<file path="config.mk">
export PLATFORM = sky130hd
export DESIGN_NAME = uart_transmitter
export DESIGN_NICKNAME = d
export VERILOG_FILES = /design/src/rtl/uart_pkg.sv /design/src/rtl/uart_baud_gen.sv /design/src/rtl/uart_transmitter.sv
export SDC_FILE = /design/constraint.sdc
export NUM_CORES = 1
export LEC_CHECK = 0
export CAP_MARGIN = 10
export CELL_PAD_IN_SITES_DETAIL_PLACEMENT = 0
export CELL_PAD_IN_SITES_GLOBAL_PLACEMENT = 2
export CORE_MARGIN = 3
export CORE_UTILIZATION = 32
export DETAILED_ROUTE_END_ITERATION = 8
export PLACE_DENSITY = 0.84
export SYNTH_ARGS = -nofsm -noshare
export SYNTH_HDL_FRONTEND = slang
export SYNTH_SLANG_ARGS = --single-unit
</file>
<file path="constraint.sdc">
create_clock -name clk -period 1.9 [get_ports clk]
set_input_delay 0.38 -clock clk [delete_from_list [all_inputs] [get_ports clk]]
set_output_delay 0.38 -clock clk [all_outputs]
set_load 0.05 [all_outputs]
</file>
<file path="src/rtl/uart_pkg.sv">
// ---------------------------------------------------------------------------
// uart_pkg -- constants and types shared by the UART transmitter and receiver.
//
// Contents:
//   CLK_FREQ_HZ, BAUD, CLKS_PER_BIT : default timing (100 MHz, 115200 bps)
//   PAR_NONE, PAR_EVEN, PAR_ODD      : parity mode selectors
//   uart_state_e                     : frame state encoding
//   parity_bit()                     : parity bit for a byte and a mode
// ---------------------------------------------------------------------------
package uart_pkg;

    localparam int CLK_FREQ_HZ  = 100_000_000;
    localparam int BAUD         = 115_200;
    localparam int CLKS_PER_BIT = CLK_FREQ_HZ / BAUD;  // 868 at the defaults

    localparam int PAR_NONE = 0;
    localparam int PAR_EVEN = 1;
    localparam int PAR_ODD  = 2;

    typedef enum logic [2:0] {
        IDLE   = 3'd0,
        START  = 3'd1,
        DATA   = 3'd2,
        PARITY = 3'd3,
        STOP   = 3'd4
    } uart_state_e;

    // Even parity makes the total count of ones even, so the bit is the XOR
    // of the data; odd parity is its inverse.
    function automatic logic parity_bit(input logic [7:0] d, input int mode);
        return (^d) ^ (mode == PAR_ODD);
    endfunction

endpackage

</file>
<file path="src/rtl/uart_baud_gen.sv">
// ---------------------------------------------------------------------------
// uart_baud_gen -- bit-period counter for the UART.
//
// Counts 0 .. CLKS_PER_BIT-1 and wraps. bit_end is high during the last
// cycle of every bit period. clear holds the counter at zero so a new frame
// always starts with a full-length first bit.
//
// Ports:
//   clk     : system clock
//   rst     : asynchronous, active-high reset
//   clear   : synchronous clear (counter held at 0 while high)
//   bit_end : high in the final cycle of a bit period
// ---------------------------------------------------------------------------
module uart_baud_gen #(
    parameter int CLKS_PER_BIT = uart_pkg::CLKS_PER_BIT
) (
    input  logic clk,
    input  logic rst,
    input  logic clear,
    output logic bit_end
);

    if (CLKS_PER_BIT < 2) begin : g_bad_clks_per_bit
        $error("uart_baud_gen: CLKS_PER_BIT must be >= 2");
    end

    localparam int                CNT_W = (CLKS_PER_BIT > 2) ? $clog2(CLKS_PER_BIT) : 1;
    localparam logic [CNT_W-1:0] LAST  = CNT_W'(CLKS_PER_BIT - 1);

    logic [CNT_W-1:0] cnt_q;

    assign bit_end = (cnt_q == LAST);

    // NOTE: sequential state is updated with non-blocking assignments so every
    // register samples the pre-edge values of the others.
    always_ff @(posedge clk or posedge rst) begin
        if (rst) begin
            cnt_q <= '0;
        end else if (clear || bit_end) begin
            cnt_q <= '0;
        end else begin
            cnt_q <= cnt_q + CNT_W'(1);
        end
    end

endmodule

</file>
<file path="src/rtl/uart_transmitter.sv">
// ---------------------------------------------------------------------------
// uart_transmitter -- serialises bytes onto an RS232 line.
//
// Frame: start bit (0), 8 data bits LSB first, optional parity bit, then
// STOP_BITS stop bits (1). Each bit lasts CLKS_PER_BIT clocks. A byte is
// accepted on any edge where the block is idle and send is high.
//
// Ports:
//   clk     : system clock
//   rst     : asynchronous, active-high reset (aborts any frame)
//   data_in : byte to transmit, sampled only on accept
//   send    : transmit request
//   ready   : idle, a send will be accepted this cycle
//   busy    : a frame is on the line (always !ready)
//   done    : one-cycle pulse after the last stop bit completes
//   tx      : registered serial output, idle high
// ---------------------------------------------------------------------------
module uart_transmitter #(
    parameter int CLKS_PER_BIT = uart_pkg::CLKS_PER_BIT,
    parameter int PARITY       = uart_pkg::PAR_NONE,
    parameter int STOP_BITS    = 1
) (
    input  logic       clk,
    input  logic       rst,
    input  logic [7:0] data_in,
    input  logic       send,
    output logic       ready,
    output logic       busy,
    output logic       done,
    output logic       tx
);

    if (PARITY < 0 || PARITY > 2) begin : g_bad_parity
        $error("uart_transmitter: PARITY must be 0, 1 or 2");
    end
    if (STOP_BITS != 1 && STOP_BITS != 2) begin : g_bad_stop_bits
        $error("uart_transmitter: STOP_BITS must be 1 or 2");
    end

    uart_pkg::uart_state_e state_q, state_d;

    logic [7:0] shift_q;      // byte latched at accept; bits are selected by index
    logic [2:0] bit_idx_q;
    logic [2:0] bit_idx_d;
    logic       stop_idx_q;   // which stop bit is on the line when STOP_BITS == 2
    logic       tx_q, tx_d;
    logic       done_q, done_d;
    logic       bit_end;
    logic       accept;
    logic       last_stop;
    logic       baud_clear;

    assign accept     = (state_q == uart_pkg::IDLE) && send;
    assign last_stop  = (stop_idx_q == 1'(STOP_BITS - 1));
    // Holding the counter clear while idle means it is zero on the first
    // START cycle, with no phase left over from the previous frame.
    assign baud_clear = (state_q == uart_pkg::IDLE);

    uart_baud_gen #(
        .CLKS_PER_BIT (CLKS_PER_BIT)
    ) u_baud_gen (
        .clk     (clk),
        .rst     (rst),
        .clear   (baud_clear),
        .bit_end (bit_end)
    );

    // State register.
    always_ff @(posedge clk or posedge rst) begin
        if (rst) begin
            state_q <= uart_pkg::IDLE;
        end else begin
            state_q <= state_d;
        end
    end

    // Next-state logic.
    // NOTE: every always_comb output gets a default first, so no path can
    // leave it unassigned and infer a latch.
    always_comb begin
        state_d = state_q;
        case (state_q)
            uart_pkg::IDLE:   if (send) state_d = uart_pkg::START;
            uart_pkg::START:  if (bit_end) state_d = uart_pkg::DATA;
            uart_pkg::DATA:   if (bit_end && bit_idx_q == 3'd7) begin
                                  state_d = (PARITY != uart_pkg::PAR_NONE) ? uart_pkg::PARITY
                                                                           : uart_pkg::STOP;
                              end
            uart_pkg::PARITY: if (bit_end) state_d = uart_pkg::STOP;
            uart_pkg::STOP:   if (bit_end && last_stop) state_d = uart_pkg::IDLE;
            default:          state_d = uart_pkg::IDLE;
        endcase
    end

    // Data index for the next cycle: cleared on accept, stepped at each data
    // bit end (wrapping 7 -> 0 as DATA is left).
    always_comb begin
        bit_idx_d = bit_idx_q;
        if (accept) begin
            bit_idx_d = 3'd0;
        end else if (state_q == uart_pkg::DATA && bit_end) begin
            bit_idx_d = bit_idx_q + 3'd1;
        end
    end

    // Output logic: the line level and done for the next cycle, decoded from
    // the next state so that tx can be registered without adding latency.
    always_comb begin
        tx_d   = 1'b1;
        done_d = (state_q == uart_pkg::STOP) && (state_d == uart_pkg::IDLE);
        case (state_d)
            uart_pkg::START:  tx_d = 1'b0;
            uart_pkg::DATA:   tx_d = shift_q[bit_idx_d];
            uart_pkg::PARITY: tx_d = uart_pkg::parity_bit(shift_q, PARITY);
            default:          tx_d = 1'b1;
        endcase
    end

    // Frame datapath and registered outputs.
    always_ff @(posedge clk or posedge rst) begin
        if (rst) begin
            shift_q    <= '0;
            bit_idx_q  <= '0;
            stop_idx_q <= 1'b0;
            tx_q       <= 1'b1;
            done_q     <= 1'b0;
        end else begin
            bit_idx_q <= bit_idx_d;
            tx_q      <= tx_d;
            done_q    <= done_d;
            if (accept) begin
                shift_q    <= data_in;
                stop_idx_q <= 1'b0;
            end else if (state_q == uart_pkg::STOP && bit_end) begin
                stop_idx_q <= ~stop_idx_q;
            end
        end
    end

    assign tx    = tx_q;
    assign done  = done_q;
    assign ready = (state_q == uart_pkg::IDLE);
    assign busy  = ~ready;

endmodule

</file>
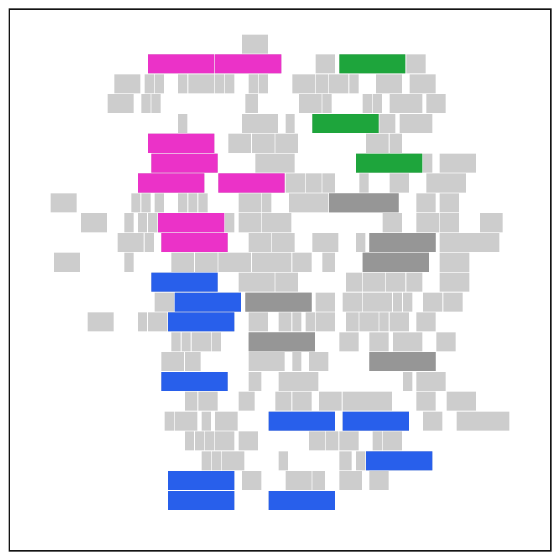
*Where the registers sit*
Other sequential cells in the stronger grey, the rest of the logic in the fainter grey.
| colour | signal | sequential cells |
|---|---|---|
| green | bit_idx_q | 3 |
| blue | u_baud_gen.cnt_q | 10 |
| magenta | shift_q | 8 |
not coloured: 6

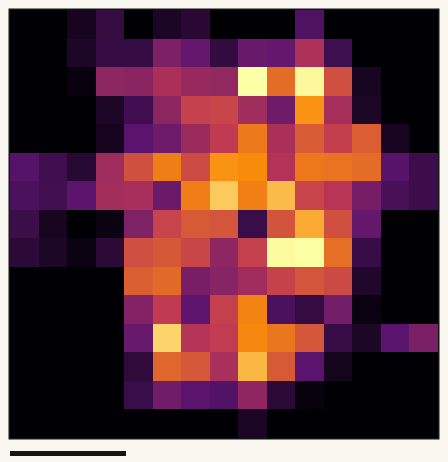
*Signal metal coverage by tile*
Bar = 20 µm. The die is cut into 15 by 15 equal tiles; black is low, pale yellow is high, scaled to the fullest tile. Values are wire area over tile area, all layers added.
mean over tiles: 0.090
emptiest ninth of the die: south-west
fullest tile: 0.35
tiles over half the peak: 24%

==> notes.md <==
fresh numbers from the pnr run: drt wl/cell=12.79 µm, Post-Syn Area=~1500 µm², skew final=0.002604 ns, CP top delay family=simple AND/OR/NAND/NOR gates, slew margin rel.=67.07%, CP max FO=5, CP Capture Type=flip-flop, total power=1.008 mW, most numerous logic cell after layout=buf_4, worst setup margin=-0.1566 ns, Yosys top cell area share=a little over two fifths, final critical-path share of the clock period=108.2%, Cell area leaders=dfrtp_1 44%, nand2_1 7.1%, xnor2_1 6.5%, nor2_1 5.1%, xor2_1 3.0%, Synth flops=27, # setup viols final=2, Avg Inst Size Synth=between 9 and 10 µm², failing checks=setup timing, Detail Placement HPWL=2444 µm, clock sink count=27, Logic pwr share=9.2%, die area=5482 µm², sequential power share=59.3%, number of global-route vias before repair=1234, IO Count=15, Seq/Total Area, Yosys=45.69%, VDD IR-drop max=0.0002052 V, status=complete, but fails checks, Detail Route Antenna Nets=0, top post-synthesis cells by count=28 x nand2_1, 26 x dfrtp_1, 20 x nor2_1, RSZ-0062 raised after global routing=yes, Post-synth top flop=dfrtp_1, post-route non-filler standard cell count=246, post_cts resized=4, Ys Warns=0, Final Hold Fails=0, CTS Buffer Depth=2, ys cells=150, Core Density at Floorplan=around 34%, count of input and output buffers=14, DRT Pass-1 Iters=4, first-pass GRT wire length=5361 µm, Fin Setup TNS=-0.2201 ns, share of flip-flops with an asynchronous set or reset=100.0%, leak pwr=0.9294 nW, Hold WS=0.4042 ns, Chip Width=about 74 µm
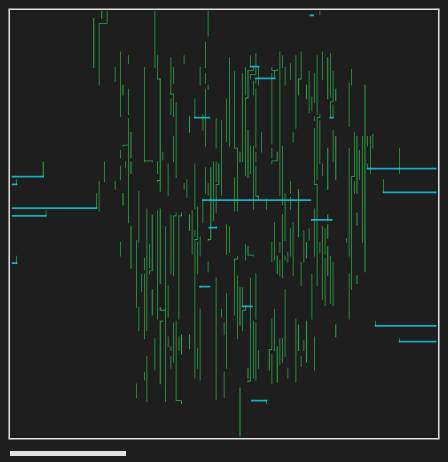
*Routed metal, one colour a layer*
Bar = 20 µm. Only two layers are drawn.
| colour | layer | wire length |
|---|---|---|
| cyan | M3 | 101 µm |
| green | M2 | 1540 µm |

==> power by group through the flow <==
stage               sequential, mW  clock (mW)  combinational, mW
floorplan                    0.607           0             0.0574
global placement             0.609           0             0.0922
detailed placement           0.609           0             0.0945
CTS                          0.598       0.334             0.0945
global route                 0.600       0.361              0.107
finish                       0.598       0.318             0.0929
==> metal layers <==
| metal | vias to the layer above | global-route usage (%) | wire length [µm] |
|---|---|---|---|
| met5 | - | 0 | 0 |
| met4 | 0 | 6.640 | 95 |
| met3 | 9 | 2.432 | 100 |
| met2 | 22 | 21.26 | 1537 |
| met1 | 555 | 15.59 | 1414 |
| li1 | 593 | - | - |
==> worst paths after layout <==
kind                       depth (start not counted)                   to        from
min in group clk                                   1                 done  stop_idx_q
max                                                6                   tx  state_q[2]
max in group asynchronous                          3                   tx         rst
min reg2reg                                        1                 done  stop_idx_q
min                                                3  u_baud_gen.cnt_q[7]         rst
max reg2reg                                        6                   tx  state_q[2]
==> flip-flops by register name, summed over array words and instances (netlist names) <==
name,count
tx,1
u_baud_gen.cnt_q,10
stop_idx_q,1
done,1
state_q,3
shift_q,8
bit_idx_q,3
==> final cells by class <==
cell class | instances | area [µm²] | share of cell area, %
multi-input cells | 113 | 764.5 | 38.94
flip-flops and latches | 27 | 676.9 | 34.48
repair buffers | 45 | 387.9 | 19.76
well taps | 52 | 65.06 | 3.314
clock buffers | 3 | 41.29 | 2.103
inverters | 5 | 22.52 | 1.147
clock inverters | 1 | 5.005 | 0.2549
==> cell families after synthesis <==
| logic type | count (synthesis) | synth area share [%] |
|---|---|---|
| buf+inv | 10 | 3.969 |
| compound gates | 15 | 7.686 |
| mux | 6 | 5.405 |
| flops | 27 | 45.69 |
| xor+xnor | 16 | 9.459 |
| simple gates | 73 | 25.25 |
| fa+ha+maj | 3 | 2.534 |
No activity file was given, so power comes from the tool's default toggle rates.
